**config.mk**
```make
export PLATFORM = sky130hd
export DESIGN_NAME = div_unit
export DESIGN_NICKNAME = d
export VERILOG_FILES = /design/src/rtl/div_pkg.sv /design/src/rtl/div_unit.sv
export SDC_FILE = /design/constraint.sdc
export NUM_CORES = 1
export LEC_CHECK = 0
export CAP_MARGIN = 20
export CELL_PAD_IN_SITES_DETAIL_PLACEMENT = 0
export CELL_PAD_IN_SITES_GLOBAL_PLACEMENT = 2
export CORE_UTILIZATION = 30
export CTS_BUF_LIST = sky130_fd_sc_hd__clkbuf_8
export DETAILED_ROUTE_END_ITERATION = 10
export GPL_ROUTABILITY_DRIVEN = 0
export HOLD_SLACK_MARGIN = 0.08
export PLACE_DENSITY_LB_ADDON = 0.1
export SYNTH_ARGS = -nofsm -noshare
export SYNTH_HDL_FRONTEND = slang
export SYNTH_SLANG_ARGS = --single-unit
```
**constraint.sdc**
```tcl
create_clock -name clk -period 12.2 [get_ports clk]
set_input_delay 1.22 -clock clk [delete_from_list [all_inputs] [get_ports clk]]
set_output_delay 1.22 -clock clk [all_outputs]
set_load 0.02 [all_outputs]
```
**src/rtl/div_pkg.sv**
```systemverilog
// Shared definitions for the iterative RV32M divider: op codes, FSM states
// and the operand magnitude helper.
package div_pkg;

  localparam logic [1:0] DIV_OP_DIV  = 2'b00;
  localparam logic [1:0] DIV_OP_DIVU = 2'b01;
  localparam logic [1:0] DIV_OP_REM  = 2'b10;
  localparam logic [1:0] DIV_OP_REMU = 2'b11;

  typedef enum logic [1:0] {
    S_IDLE = 2'd0,
    S_CALC = 2'd1,
    S_DONE = 2'd2
  } div_state_e;

  // Caller supplies the operand sign-extended to 64 bits when is_signed is set.
  function automatic logic [63:0] abs_val(input logic [63:0] value, input logic is_signed);
    return (is_signed && value[63]) ? (~value + 64'd1) : value;
  endfunction

endpackage

```
**src/rtl/div_unit.sv**
```systemverilog
// Iterative radix-2 restoring divider for DIV/DIVU/REM/REMU with valid/ready
// handshakes. Optional feature macro: DIV_EARLY_OUT_EN (skip CALC when |rdA| < |rdB|).
module div_unit
  import div_pkg::*;
#(
  parameter int XLEN  = 32,
  parameter int CNT_W = $clog2(XLEN) + 1
) (
  input  logic            clk,
  input  logic            rst,
  input  logic            flush,
  input  logic            in_valid,
  output logic            in_ready,
  input  logic [1:0]      div_op,
  input  logic [XLEN-1:0] rdA,
  input  logic [XLEN-1:0] rdB,
  output logic            out_valid,
  input  logic            out_ready,
  output logic [XLEN-1:0] div_result,
  output logic            busy
);

  localparam logic [XLEN-1:0] MIN_NEG = {1'b1, {(XLEN-1){1'b0}}};

  div_state_e       state_q, state_d;
  logic [XLEN:0]    rem_q, rem_d;
  logic [XLEN-1:0]  quo_q, quo_d;
  logic [XLEN-1:0]  dvs_q, dvs_d;
  logic [CNT_W-1:0] cnt_q, cnt_d;
  logic             is_rem_q, is_rem_d;
  logic             neg_quo_q, neg_quo_d;
  logic             neg_rem_q, neg_rem_d;
  logic [XLEN-1:0]  result_q, result_d;

  logic             op_signed, op_rem, sgn_ovf;
  logic [63:0]      a_ext, b_ext;
  logic [XLEN-1:0]  mag_a, mag_b;
  logic [XLEN:0]    rem_sh, rem_n;
  logic [XLEN-1:0]  quo_n, quo_fix, rem_fix;
  logic             ge;

  assign op_signed = (div_op == DIV_OP_DIV) || (div_op == DIV_OP_REM);
  assign op_rem    = (div_op == DIV_OP_REM) || (div_op == DIV_OP_REMU);
  assign sgn_ovf   = op_signed && (rdA == MIN_NEG) && (rdB == '1);

  assign a_ext = op_signed ? 64'(signed'(rdA)) : 64'(rdA);
  assign b_ext = op_signed ? 64'(signed'(rdB)) : 64'(rdB);
  assign mag_a = XLEN'(abs_val(a_ext, op_signed));
  assign mag_b = XLEN'(abs_val(b_ext, op_signed));

  // One restoring step: the shifted remainder is XLEN+1 bits so the compare never overflows.
  always_comb begin
    rem_sh  = (XLEN+1)'({rem_q, quo_q[XLEN-1]});
    ge      = rem_sh >= {1'b0, dvs_q};
    rem_n   = ge ? (rem_sh - {1'b0, dvs_q}) : rem_sh;
    quo_n   = {quo_q[XLEN-2:0], ge};
    quo_fix = neg_quo_q ? (~quo_n + 1'b1) : quo_n;
    rem_fix = XLEN'(rem_n);
    if (neg_rem_q) rem_fix = ~rem_fix + 1'b1;
  end

  always_comb begin
    state_d   = state_q;
    rem_d     = rem_q;
    quo_d     = quo_q;
    dvs_d     = dvs_q;
    cnt_d     = cnt_q;
    is_rem_d  = is_rem_q;
    neg_quo_d = neg_quo_q;
    neg_rem_d = neg_rem_q;
    result_d  = result_q;

    if (flush) begin
      state_d = S_IDLE;
    end else begin
      case (state_q)
        S_IDLE: begin
          if (in_valid) begin
            is_rem_d  = op_rem;
            neg_quo_d = op_signed && (rdA[XLEN-1] ^ rdB[XLEN-1]);
            neg_rem_d = op_signed && rdA[XLEN-1];
            rem_d     = '0;
            quo_d     = mag_a;
            dvs_d     = mag_b;
            cnt_d     = CNT_W'(XLEN);
            if (rdB == '0) begin
              result_d = op_rem ? rdA : '1;
              state_d  = S_DONE;
            end else if (sgn_ovf) begin
              result_d = op_rem ? '0 : rdA;
              state_d  = S_DONE;
            end
`ifdef DIV_EARLY_OUT_EN
            else if (mag_a < mag_b) begin
              result_d = op_rem ? rdA : '0;
              state_d  = S_DONE;
            end
`endif
            else begin
              state_d = S_CALC;
            end
          end
        end
        S_CALC: begin
          rem_d = rem_n;
          quo_d = quo_n;
          cnt_d = cnt_q - CNT_W'(1);
          if (cnt_q == CNT_W'(1)) begin
            result_d = is_rem_q ? rem_fix : quo_fix;
            state_d  = S_DONE;
          end
        end
        S_DONE: begin
          if (out_ready) state_d = S_IDLE;
        end
        default: state_d = S_IDLE;
      endcase
    end
  end

  always_ff @(posedge clk) begin
    if (rst) begin
      state_q   <= S_IDLE;
      rem_q     <= '0;
      quo_q     <= '0;
      dvs_q     <= '0;
      cnt_q     <= '0;
      is_rem_q  <= 1'b0;
      neg_quo_q <= 1'b0;
      neg_rem_q <= 1'b0;
      result_q  <= '0;
    end else begin
      state_q   <= state_d;
      rem_q     <= rem_d;
      quo_q     <= quo_d;
      dvs_q     <= dvs_d;
      cnt_q     <= cnt_d;
      is_rem_q  <= is_rem_d;
      neg_quo_q <= neg_quo_d;
      neg_rem_q <= neg_rem_d;
      result_q  <= result_d;
    end
  end

  assign in_ready   = (state_q == S_IDLE);
  assign out_valid  = (state_q == S_DONE);
  assign busy       = (state_q != S_IDLE);
  assign div_result = result_q;

endmodule

```
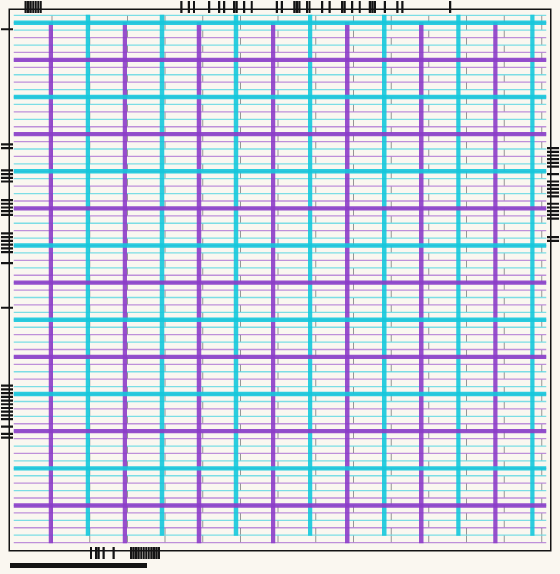
*Floorplan with the power grid, run 1*
Bar = 50 µm. Pins as bars on the die edge. Tap cells in grey.
VSS: in purple. VDD: in cyan.
106 signal pins sit on the boundary. 14 straps on met4. 72 met1 rails follow the rows.
die outline height: 198 µm
worst supply voltage drop on vdd: 72.3 µV
core region area: 37700 µm²
horizontal die dimension: 198 µm

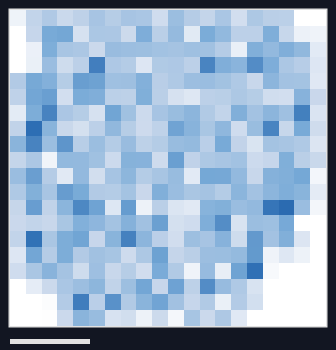
*Placement density heat map, run 1*
Bar = 50 µm. 20 x 20 tiles, from white (low) to dark blue (high), 0 to 100% covered.
0.50% of the tiles are over 75% full. 8.0% of the tiles are nearly empty. The mean over all tiles is 32%.
initial core utilization: 30.5%
final standard cell utilization of the core: 35.2%

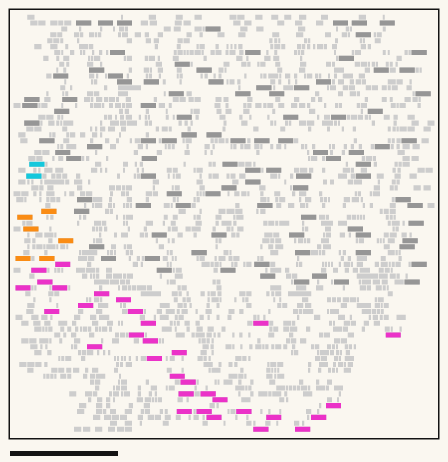
*Sequential cells grouped by signal name, run 1*
Bar = 50 µm.
cnt_q: in orange, sequential cells 6, where middle left. state_q: in cyan, sequential cells 2. dvs_q: in magenta, sequential cells 32.
Another 99 sequential cells are not coloured.

==> GITHUB_STEP_SUMMARY, run 1 <==
### Yosys + OpenROAD results

| Metric | Value |
|---|---|
| Insertion delay of the later-clocked pin in the worst-skew pair | `0.50 ns` |
| I/O pin count | `106` |
| Total leakage power | `0.00479 µW` |
| CP Data Required Time | `12.62 ns` |
| Total negative slack for setup checks | `0 ns` |
| Wire length of the first global-routing pass | `67200 µm` |
| FFs w/ async S/R, synth | `0%` |
| Number of sinks on the clock net | `139` |
| Max-Cap Viols | `0` |
| Summed instance area of the synthesized netlist | `11500 µm²` |
| PD cells | `98.9 nW/µm²` |
| CP max FO | `18` |
| Crit path launch type | `flop` |
| Met1 Wirelength | `21500 µm` |
| Worst setup EP type | `flop` |
| Area delta synth->final | `15.4%` |
| Cell types occupying the most area after synthesis | `dfxtp_1, nor2_1, a21oi_1, xnor2_1, xor2_1` |
| Fraction of the cycle the final worst path needs | `44.1%` |
| Final-report hold violation count | `0` |
| Period minus WS final | `5.37 ns` |
| Number of warning messages in the logs | `28` |
| Sequential area share after synthesis | `24.2%` |
| Number of search-and-repair iterations in the first detailed-routing pass | `5` |
| Wire per inst | `20.6 µm` |
| Post-synth regs | `139` |
| Final wirelength | `44100 µm` |
| Total of endpoints with negative setup slack in the final report | `0` |
| Number of remaining DRC errors | `0` |
| Synthesized net count | `1700` |
| Root Buffer | `clkbuf_8` |
| Type of the setup path with the least slack | `reg2reg` |
| Level count of the clock H-tree | `4` |
| Most common logic cell in the routed design | `nor2_1` |
| Drt initial violations | `795` |
| Global Route Usage Sum | `22.6%` |
| Post-route worst hold slack | `0.468 ns` |
| Remaining number of nets flagged by the antenna check after routing | `0` |
| Number of different library cells in the post-synthesis netlist | `88` |
| Data arrival time at the worst-slack endpoint | `5.80 ns` |
| Routed wire length on met3 | `1690 µm` |
| Setup repair after global routing missed its margin | `false` |
| CTS buffer count | `17` |
| Via density per instance | `5.52` |
| Routed length on met2 | `20500 µm` |
| Post-cts hold-fix buffer tally | `0` |
| Proportion of layout cells with a drive suffix above 1 | `5.27%` |
| Via Count | `11825` |
| Highest layer used for signal routing | `met4` |
| Number of input and output port buffers inserted | `105` |
| Total number of placement rows | `71` |
| Die area | `39100 µm²` |
| Number of pins exceeding their max-slew limit in the final report | `0` |
| Number of instances in the synthesized netlist | `1589` |
| Initial antenna violation count | `0` |
| Number of enable-type register cells in the synthesized netlist | `0` |
| Worst slew margin | `27.2%` |
| Area leader share | `24.2%` |
| Type of the worst min-delay path | `reg2reg` |
| CTS tree | `done` |
| Most used flip-flop cell after synthesis | `dfxtp_1` |
| Synthesized area per cell | `7.24 µm²` |
| Reg clk slew, reported paths | `0.10 ns` |
| FILL cells | `4132` |
| Number of warnings issued by yosys | `0` |
| Hpwl dp | `33500 µm` |
| Number of standard cells reported by yosys | `1589` |
| Count of buffers added by post-CTS timing repair for setup | `0` |
| GR Overflow Total | `0` |
| Clock Skews | `0.0181 ns` |
| Final antenna diode count | `0` |
| Cells resized by post-CTS repair | `0` |
| Commonest cells after routing, fill and taps aside | `nor2_1, a21oi_1, dfxtp_1, clkdlybuf4s50_1, nand2_1` |
| Run status | `completed` |
| Total cell area reported by yosys after synthesis | `11500 µm²` |
| MI comb area | `8050 µm²` |
| Seq. cell area | `2780 µm²` |
| Maximum number of pins on one net before global-route repair | `83` |
| Maximum buffer depth of the clock tree | `2` |
| Worst-Margin Slew | `1.08 ns` |
| Tot Pwr | `1310 µW` |
| Vias in the first global route | `11060` |
-- run 1: routing by layer --
| layer | vias to the layer above | track usage (%) |
|---|---|---|
| li1 | 5834 | - |
| met1 | 5707 | 31.5 |
| met2 | 257 | 37.0 |
| met3 | 27 | 3.07 |
| met4 | 0 | 4.51 |
| met5 | - | 0 |
-- run 1: path summary, 6_finish.rpt --
kind,startpoint,to,slack (ns),cells after the start
worst max-delay path,rem_q[2]$_SDFFE_PP0P_,div_result[30]$_SDFFE_PP0P_,6.83,16
worst min-delay path,dvs_q[0]$_SDFFE_PP0P_,dvs_q[0]$_SDFFE_PP0P_,0.47,2
worst max register to register,rem_q[2]$_SDFFE_PP0P_,div_result[30]$_SDFFE_PP0P_,6.83,16
worst min register to register,dvs_q[0]$_SDFFE_PP0P_,dvs_q[0]$_SDFFE_PP0P_,0.47,2
-- run 1: metrics by stage --
stage	cell area [µm²]	instances	setup slack, ns
2_1_floorplan	11500	1589	7.47
3_3_place_gp	12900	2110	6.40
3_5_place_dp	12900	2110	6.33
4_1_cts	13300	2142	6.85
5_1_grt	13300	2142	6.38
6_report	13300	2142	6.83
-- run 1: cell type report --
class	count	area share, %
clock buffer	17	1.76
clock inverter	15	1.15
inverter	67	1.90
multi-input combinational	1273	60.7
sequential	139	21.0
tap	511	4.82
timing repair buffer	120	8.75
-- run 1: worst max-delay path, cell delays in order (launching register included) --
cell	delay [ns]
dfxtp_1	0.42
ha_1	0.45
nand2_1	0.17
a211oi_4	0.40
o211ai_1	0.20
a311oi_2	0.57
or2_2	0.46
mux2i_1	0.35
ha_1	0.35
nand4b_1	0.15
nor3_1	0.18
a41oi_1	0.13
nor4_1	0.36
nand4b_1	0.32
nor2_1	0.26
mux2_2	0.36
a31oi_1	0.14
-- run 1: power breakdown --
group	leakage, µW	switching (µW)	total (µW)	internal, µW
Sequential	0.00113	20.6	493	472
Combinational	0.00347	264	418	154
Clock	0.000189	220	401	181
Total	0.00479	505	1310	807
-- run 1: sequential cells by signal (all words and copies together), names as in the netlist --
name / count
dvs_q: 32
is_rem_q: 1
rem_q: 32
neg_rem_q: 1
neg_quo_q: 1
cnt_q: 6
div_result: 32
state_q: 2
quo_q: 32
-- run 1: Yosys cell counts, drive strengths merged, types with 16 or more instances --
library cell / count
o31ai: 24
or4: 17
o21ai: 99
nor3: 35
mux2i: 22
ha: 39
a21oi: 151
clkbuf: 89
nand4: 27
xor2: 63
nand3: 30
o41ai: 16
nor4: 16
or3: 20
xnor2: 71
buf: 21
a211oi: 73
a22oi: 25
nand2: 97
dfxtp: 139
nor2: 259
inv: 67
-- run 1: logic make-up (layout without fill, tap and decap cells) --
| group | count (synthesis) | in the layout | share of synthesized area, % |
|---|---|---|---|
| adders and majority gates | 42 | 42 | 4.59 |
| muxes | 30 | 30 | 2.73 |
| buffers and inverters | 177 | 219 | 6.05 |
| xor gates and xnor gates | 134 | 134 | 10.2 |
| DFF | 139 | 139 | 24.2 |
| AOI/OAI and AO/OA | 494 | 494 | 28.5 |
| and+or+nand+nor | 573 | 573 | 23.7 |
### I/O nets highlighted, run 1

Bar = 50 µm.
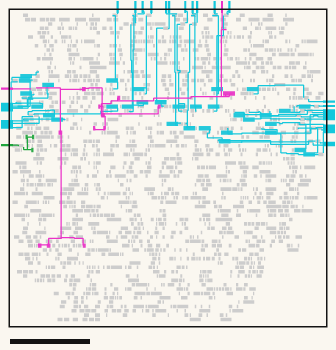

==> inputs of run 2 (changes only) <==
clock period = 5.07 ns   (was 12.2 ns; I/O delays follow)
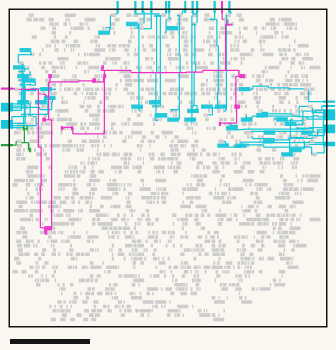
*I/O nets highlighted, run 2*
Bar = 50 µm.
div_op: in magenta, bits 2, direction input, edge 1 left, 1 top, end cells 13, wire 511 µm. div_result: in cyan, bits 32, direction output, edge 13 right, 11 top, 8 left, end cells 32, wire 1610 µm. in_valid: in green, bits 1, direction input, edge left, end cells 3, wire 25.9 µm.
number of input and output port buffers inserted: 105
I/O pin count: 106

==> GITHUB_STEP_SUMMARY, run 2 <==
### Yosys + OpenROAD results

| Metric | Value |
|---|---|
| GR Overflow Total | `0 (unchanged)` |
| Run status | `completed (unchanged)` |
| CTS tree | `done (unchanged)` |
| Finished Cell Area | `13600 µm² (was 13300 µm²)` |
| Data arrival time at the worst-slack endpoint | `5.03 ns (was 5.80 ns)` |
| Number of different library cells in the post-synthesis netlist | `88 (unchanged)` |
| Total number of placement rows | `71 (unchanged)` |
| Reg clk slew, reported paths | `0.08 ns (was 0.10 ns)` |
| Global Route Usage Sum | `23.0% (was 22.6%)` |
| Total cell area reported by yosys after synthesis | `11500 µm² (unchanged)` |
| Proportion of layout cells with a drive suffix above 1 | `7.54% (was 5.27%)` |
| Worst setup EP type | `flop (unchanged)` |
| Tot Pwr | `3170 µW (was 1310 µW)` |
| Total leakage power | `0.00501 µW (was 0.00479 µW)` |
| Type of the worst min-delay path | `reg2reg (unchanged)` |
| CP Data Required Time | `5.44 ns (was 12.62 ns)` |
| Horizontal die dimension | `198 µm (unchanged)` |
| Commonest cells after routing, fill and taps aside | `nor2_1, a21oi_1, dfxtp_1, clkdlybuf4s50_1, nand2_1 (unchanged)` |
| Final antenna diode count | `0 (unchanged)` |
| Initial core utilization | `30.5% (unchanged)` |
| Die area | `39100 µm² (unchanged)` |
| Cell types occupying the most area after synthesis | `dfxtp_1, nor2_1, a21oi_1, xnor2_1, xor2_1 (unchanged)` |
| Summed instance area of the synthesized netlist | `11500 µm² (unchanged)` |
| Number of instances in the placed design | `2150 (was 2110)` |
| Flop2flop setup slack | `0.41 ns (was 6.83 ns)` |
| Type of the setup path with the least slack | `reg2reg (unchanged)` |
| GR Layer Usage met3 | `4.02% (was 3.07%)` |
| Worst Hold Depth | `2 (unchanged)` |
| Area delta synth->final | `18.2% (was 15.4%)` |
| Via density per instance | `5.37 (was 5.52)` |
| Maximum number of pins on one net before global-route repair | `62 (was 83)` |
| GRT Max-Usage Layer | `met2 (unchanged)` |
| Post-route worst hold slack | `0.451 ns (was 0.468 ns)` |
| Via Count | `11724 (was 11825)` |
| Number of warnings issued by yosys | `0 (unchanged)` |
| Worst slew margin | `28.8% (was 27.2%)` |
| Fraction of the cycle the final worst path needs | `92.0% (was 44.1%)` |
| Met1 Usage GRT | `31.4% (was 31.5%)` |
| Maximum buffer depth of the clock tree | `2 (unchanged)` |
| Most numerous cell types in the synthesized netlist | `nor2_1, a21oi_1, dfxtp_1 (unchanged)` |
| Setup repair after global routing missed its margin | `false (unchanged)` |
| CP max FO | `19 (was 18)` |
| Root Buffer | `clkbuf_8 (unchanged)` |
| Slowest Stage Delay on Critical Path | `0.46 ns (was 0.57 ns)` |
| Most common logic cell in the routed design | `nor2_1 (unchanged)` |
| Max-Cap Viols | `0 (unchanged)` |
| Crit path launch type | `flop (unchanged)` |
| Die outline height | `198 µm (unchanged)` |
| Chain of cells forming the critical path | `ha_1 > a21oi_1 > o21ai_1 > a22oi_1 > a311oi_2 > or2_2 > buf_4 > inv_2 > ha_1 > nand2b_1 > or3_1 > or2_1 > o21ai_1 > xnor2_1 > a311o_1 > o21ai_1 > a31oi_1 (was ha_1 > nand2_1 > a211oi_4 > o211ai_1 > a311oi_2 > or2_2 > mux2i_1 > ha_1 > nand4b_1 > nor3_1 > a41oi_1 > nor4_1 > nand4b_1 > nor2_1 > mux2_2 > a31oi_1)` |
| Cell with the largest stage delay on the worst path | `or3_1 (was a311oi_2)` |
| GR Util met2 | `37.2% (was 37.0%)` |
| Number of enable-type register cells in the synthesized netlist | `0 (unchanged)` |
| Remaining number of nets flagged by the antenna check after routing | `0 (unchanged)` |
| Sequential area share after synthesis | `24.2% (unchanged)` |
| Insertion delay of the later-clocked pin in the worst-skew pair | `0.51 ns (was 0.50 ns)` |
| Number of remaining DRC errors | `0 (unchanged)` |
| Wire per inst | `20.5 µm (was 20.6 µm)` |
| Multiplexer fraction of the synthesized cell area | `2.73% (unchanged)` |
| Synthesized net count | `1700 (unchanged)` |
| Post-synthesis share of cell area spent on and-or and or-and gates | `28.5% (unchanged)` |
| Level count of the clock H-tree | `4 (unchanged)` |
| NumNets Final | `1770 (was 1729)` |
| Vias in the first global route | `11225 (was 11060)` |
| Number of standard cells reported by yosys | `1589 (unchanged)` |
| Drt initial violations | `766 (was 795)` |
| Number of warning messages in the logs | `28 (unchanged)` |
| Worst supply voltage drop on vdd | `170 µV (was 72.3 µV)` |
| Total of endpoints with negative setup slack in the final report | `0 (unchanged)` |
| Worst-Margin Slew | `1.07 ns (was 1.08 ns)` |
| Number of sinks on the clock net | `139 (unchanged)` |
| Dominant cell by count in the synthesized netlist | `nor2_1 (unchanged)` |
| PD cells | `233 nW/µm² (was 98.9 nW/µm²)` |
| Area leader share | `24.2% (unchanged)` |
| Fa+ha+maj area frac | `4.59% (unchanged)` |
| Placed cell area | `13200 µm² (was 12900 µm²)` |
| Clock Skews | `0.0174 ns (was 0.0181 ns)` |
| Final-report hold violation count | `0 (unchanged)` |
| R2R cell count | `17 (was 16)` |
| Post-synth top area cell | `dfxtp_1 (unchanged)` |
| Xor and xnor fraction of the mapped netlist area | `10.2% (unchanged)` |
| Wire length of the first global-routing pass | `68000 µm (was 67200 µm)` |
| Number of instances in the synthesized netlist | `1589 (unchanged)` |
| Initial antenna violation count | `0 (unchanged)` |
| Period minus WS final | `4.66 ns (was 5.37 ns)` |
| Number of search-and-repair iterations in the first detailed-routing pass | `5 (unchanged)` |
| Final wirelength | `44800 µm (was 44100 µm)` |
| Core region area | `37700 µm² (unchanged)` |
| Number of cells in the finished layout apart from fillers | `2182 (was 2142)` |
| Post-cts hold-fix buffer tally | `0 (unchanged)` |
| Total negative slack for setup checks | `0 ns (unchanged)` |
| Post-synthesis share of cell area spent on and, or, nand and nor gates | `23.7% (unchanged)` |
| Most used flip-flop cell after synthesis | `dfxtp_1 (unchanged)` |
| Post-synth regs | `139 (unchanged)` |
| Hpwl dp | `34900 µm (was 33500 µm)` |
| FFs w/ async S/R, synth | `0% (unchanged)` |
| CTS buffer count | `17 (unchanged)` |
| Synthesized area per cell | `7.24 µm² (unchanged)` |
| Largest non-sequential cell family by area | `AND-OR/OR-AND gates (unchanged)` |
| Most used cell along the critical path | `o21ai_1` |
| Highest clock rate | `214 MHz (was 186 MHz)` |
| Number of pins exceeding their max-slew limit in the final report | `0 (unchanged)` |
run 2: cell families after synthesis:
logic type / count (synthesis)
AND/OR/NAND/NOR: 573
AND-OR/OR-AND: 494
flip-flops: 139
buffers and inverters: 177
XOR/XNOR: 134
multiplexers: 30
adder cells (fa/ha/maj): 42
run 2: critical path, delay by kind of cell, from the launching register on:
family	cells	cell delay (ns)
xor gates and xnor gates	1	0.11
adders and majority gates	2	0.59
DFF	1	0.45
AOI/OAI and AO/OA	8	1.59
and+or+nand+nor	4	1.29
buffers and inverters	2	0.49
run 2: metrics by stage:
step / setup slack, ns / util, %
final: 0.407 / 36.1
after global routing: 0.00496 / 36.1
after CTS: 0.391 / 36.1
after detailed placement: 0.279 / 35.0
after global placement: 0.423 / 35.0
after floorplan: 0.337 / -
run 2: final cells by class:
class / instances / area, µm²
inverters: 67 / 251
flip-flops and latches: 139 / 2780
clock buffers: 23 / 317
fillers: 4139 / 24100
multi-input cells: 1273 / 8050
clock inverters: 8 / 67.6
well taps: 511 / 639
repair buffers: 161 / 1480
run 2: what timing repair did:
action / 4_1_cts / 5_1_grt
buffers inserted: 0 / 1
setup endpoints to repair: 0 / 4
gates resized: 0 / 1
run 2: power breakdown:
group          internal [µW]  total [µW]  switching (µW)
Clock                    457         942             485
Combinational            400        1040             642
Sequential              1140        1180            48.1
Total                   1990        3170            1180
run 2: per-layer routing:
| metal | wire length, µm | vias to the layer above |
|---|---|---|
| li1 | - | 5910 |
| met1 | 21700 | 5556 |
| met2 | 20500 | 234 |
| met3 | 1830 | 24 |
| met4 | 685 | 0 |
| met5 | 0 | - |
run 2: path summary, 6_finish.rpt:
| kind | start | endpoint |
|---|---|---|
| worst max-delay path | rem_q[7]$_SDFFE_PP0P_ | div_result[30]$_SDFFE_PP0P_ |
| worst min-delay path | div_result[9]$_SDFFE_PP0P_ | div_result[9]$_SDFFE_PP0P_ |
| worst min register to register | div_result[9]$_SDFFE_PP0P_ | div_result[9]$_SDFFE_PP0P_ |
| worst max register to register | rem_q[7]$_SDFFE_PP0P_ | div_result[30]$_SDFFE_PP0P_ |
### Placed standard cells, run 2

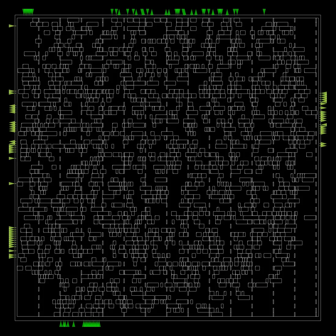

==> inputs of run 3 (changes only) <==
clock period = 4.78 ns   (was 5.07 ns; I/O delays follow)
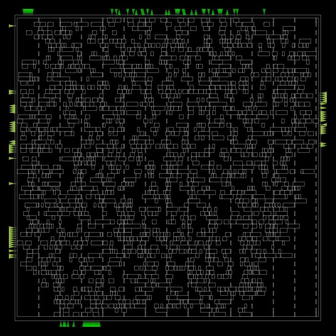
*Placed standard cells, run 3*
layout sequential cell count: 139
FILL cells: 4051

==> GITHUB_STEP_SUMMARY, run 3 <==
### Yosys + OpenROAD results

| Metric | Value |
|---|---|
| Wire length of the first global-routing pass | `69800 µm (was 68000 µm)` |
| Worst Setup Slack, final | `0.292 ns (was 0.407 ns)` |
| Flop2flop setup slack | `0.29 ns (was 0.41 ns)` |
| Area leader share | `24.2% (unchanged)` |
| CTS tree | `done (unchanged)` |
| Total number of placement rows | `71 (unchanged)` |
| Summed instance area of the synthesized netlist | `11500 µm² (unchanged)` |
| Number of input and output port buffers inserted | `105 (unchanged)` |
| Synthesized area per cell | `7.24 µm² (unchanged)` |
| Period minus WS final | `4.49 ns (was 4.66 ns)` |
| Count of buffers added by post-CTS timing repair for setup | `0 (unchanged)` |
| GR Overflow Total | `0 (unchanged)` |
| Commonest cells after routing, fill and taps aside | `nor2_1, a21oi_1, dfxtp_1, clkdlybuf4s50_1, nand2_1 (unchanged)` |
| Hpwl dp | `35500 µm (was 34900 µm)` |
| Number of warning messages in the logs | `28 (unchanged)` |
| Number of cells in the finished layout apart from fillers | `2204 (was 2182)` |
| Final standard cell utilization of the core | `36.8% (was 36.1%)` |
| Data arrival time at the worst-slack endpoint | `4.85 ns (was 5.03 ns)` |
| Clock Skews | `0.0184 ns (was 0.0174 ns)` |
| Slowest Stage Delay on Critical Path | `0.57 ns (was 0.46 ns)` |
| Finished Cell Area | `13900 µm² (was 13600 µm²)` |
| Post-synth regs | `139 (unchanged)` |
| FFs w/ async S/R, synth | `0% (unchanged)` |
| Initial antenna violation count | `0 (unchanged)` |
| Total cell area reported by yosys after synthesis | `11500 µm² (unchanged)` |
| Cell types occupying the most area after synthesis | `dfxtp_1, nor2_1, a21oi_1, xnor2_1, xor2_1 (unchanged)` |
| Total of endpoints with negative setup slack in the final report | `0 (unchanged)` |
| Area delta synth->final | `20.4% (was 18.2%)` |
| Number of search-and-repair iterations in the first detailed-routing pass | `5 (unchanged)` |
| Most used flip-flop cell after synthesis | `dfxtp_1 (unchanged)` |
| MI comb area | `8060 µm² (was 8050 µm²)` |
| Proportion of layout cells with a drive suffix above 1 | `8.92% (was 7.54%)` |
| Number of pins exceeding their max-slew limit in the final report | `0 (unchanged)` |
| Run status | `completed (unchanged)` |
| PD cells | `259 nW/µm² (was 233 nW/µm²)` |
| Number of standard cells reported by yosys | `1589 (unchanged)` |
| Fraction of the cycle the final worst path needs | `93.9% (was 92.0%)` |
| Number of remaining DRC errors | `0 (unchanged)` |
| Reg clk slew, reported paths | `0.10 ns (was 0.08 ns)` |
| Horizontal die dimension | `198 µm (unchanged)` |
| Insertion delay of the later-clocked pin in the worst-skew pair | `0.50 ns (was 0.51 ns)` |
| CTS buffer count | `17 (unchanged)` |
| Die area | `39100 µm² (unchanged)` |
| Final-report hold violation count | `0 (unchanged)` |
| Number of instances in the placed design | `2171 (was 2150)` |
| Via Count | `11992 (was 11724)` |
| Total negative slack for setup checks | `0 ns (unchanged)` |
| Number of warnings issued by yosys | `0 (unchanged)` |
| Remaining number of nets flagged by the antenna check after routing | `0 (unchanged)` |
| Worst setup EP type | `flop (unchanged)` |
| Worst slew margin | `26.8% (was 28.8%)` |
| Highest clock rate | `223 MHz (was 214 MHz)` |
| Maximum buffer depth of the clock tree | `2 (unchanged)` |
| Initial core utilization | `30.5% (unchanged)` |
| Vias in the first global route | `11389 (was 11225)` |
| Total leakage power | `0.00514 µW (was 0.00501 µW)` |
| CP max FO | `5 (was 19)` |
| Drt initial violations | `602 (was 766)` |
| Seq. cell area | `2780 µm² (unchanged)` |
| Level count of the clock H-tree | `4 (unchanged)` |
| Most common logic cell in the routed design | `nor2_1 (unchanged)` |
| Sum of buffers and inverters on the critical path | `2 (unchanged)` |
| Wire per inst | `20.9 µm (was 20.5 µm)` |
| Post-synth top area cell | `dfxtp_1 (unchanged)` |
| Final wirelength | `46000 µm (was 44800 µm)` |
| Max-Cap Viols | `0 (unchanged)` |
| Root Buffer | `clkbuf_8 (unchanged)` |
| Number of different library cells in the post-synthesis netlist | `88 (unchanged)` |
| NumNets Final | `1790 (was 1770)` |
| Most numerous cell types in the synthesized netlist | `nor2_1, a21oi_1, dfxtp_1 (unchanged)` |
| Maximum number of pins on one net before global-route repair | `52 (was 62)` |
| Via density per instance | `5.44 (was 5.37)` |
| Chain of cells forming the critical path | `inv_1 > ha_1 > inv_1 > fa_1 > a21o_1 > a221oi_4 > o21a_1 > o21ai_0 > xnor2_1 > a41oi_1 > or4b_4 > o41ai_2 > xnor2_1 > a2111oi_2 > nor3_1 (was ha_1 > a21oi_1 > o21ai_1 > a22oi_1 > a311oi_2 > or2_2 > buf_4 > inv_2 > ha_1 > nand2b_1 > or3_1 > or2_1 > o21ai_1 > xnor2_1 > a311o_1 > o21ai_1 > a31oi_1)` |
| Type of the setup path with the least slack | `reg2reg (unchanged)` |
| Top delay family on crit path | `AND-OR/OR-AND gates (unchanged)` |
| Core region area | `37700 µm² (unchanged)` |
| Sequential area share after synthesis | `24.2% (unchanged)` |
| Worst-Margin Slew | `1.10 ns (was 1.07 ns)` |
| Worst supply voltage drop on vdd | `180 µV (was 170 µV)` |
| Number of instances in the synthesized netlist | `1589 (unchanged)` |
| Synthesized net count | `1700 (unchanged)` |
| Setup repair after global routing missed its margin | `false (unchanged)` |
| Type of the worst min-delay path | `in2reg (was reg2reg)` |
| Pre-CTS setup slack | `0.0993 ns (was 0.279 ns)` |
| Number of sinks on the clock net | `139 (unchanged)` |
| Crit path launch type | `flop (unchanged)` |
| CP Data Required Time | `5.14 ns (was 5.44 ns)` |
| Dominant cell by count in the synthesized netlist | `nor2_1 (unchanged)` |
| I/O pin count | `106 (unchanged)` |
| Number of enable-type register cells in the synthesized netlist | `0 (unchanged)` |
| Global Route Usage Sum | `23.7% (was 23.0%)` |
| Placed cell area | `13400 µm² (was 13200 µm²)` |
| Die outline height | `198 µm (unchanged)` |
| Cell with the largest stage delay on the worst path | `or4b_4 (was or3_1)` |
-- run 3: cell type report --
class / count / share of cell area, %
Clock buffer: 20 / 1.99
Multi-Input combinational cell: 1273 / 58.2
Tap cell: 511 / 4.62
Clock inverter: 12 / 1.39
Antenna cell: 1 / 0.0181
Timing Repair Buffer: 181 / 11.9
Inverter: 67 / 1.82
Sequential cell: 139 / 20.1
-- run 3: worst paths after layout --
kind                            depth (start not counted)                           to                  startpoint
worst min register to register                          2   div_result[6]$_SDFFE_PP0P_  div_result[6]$_SDFFE_PP0P_
worst min-delay path                                    2       rem_q[16]$_SDFFE_PP0P_                         rst
worst max register to register                         15  div_result[23]$_SDFFE_PP0P_      quo_q[31]$_SDFFE_PP0P_
worst max-delay path                                   15  div_result[23]$_SDFFE_PP0P_      quo_q[31]$_SDFFE_PP0P_
-- run 3: what timing repair did --
action,4_1_cts,5_1_grt
hold buffers,0,0
resized,0,3
endpoints found under the setup margin,0,7
-- run 3: cell families (layout without fill, tap and decap cells) --
group | after synthesis | count (layout) | synth area share (%)
compound gates | 494 | 494 | 28.5
xor+xnor | 134 | 134 | 10.2
fa+ha+maj | 42 | 42 | 4.59
buf+inv | 177 | 280 | 6.05
flops | 139 | 139 | 24.2
mux | 30 | 30 | 2.73
other cells | 0 | 1 | 0
simple gates | 573 | 573 | 23.7
-- run 3: metrics by stage --
| step | power, µW | hold slack, ns |
|---|---|---|
| after floorplan | 1990 | 0.440 |
| after detailed placement | 2410 | 0.447 |
| after global placement | 2410 | 0.442 |
| after global routing | 3800 | 0.419 |
| after CTS | 3630 | 0.409 |
| final | 3590 | 0.443 |
-- run 3: where the power goes --
part	leakage, µW	internal, µW	switching, µW	total (µW)
Sequential	0.00113	1210	50.3	1260
Clock	0.000231	659	541	1200
Combinational	0.00378	438	700	1140
-- run 3: routing by layer --
metal | share of wire, % | track usage (%) | up-vias
li1 | - | - | 5961
met1 | 49 | 33.1 | 5745
met2 | 45 | 37.7 | 249
met3 | 3.5 | 3.44 | 37
met4 | 1.8 | 6.49 | 0
met5 | 0 | 0 | -
No activity file was given, so power comes from the tool's default toggle rates.
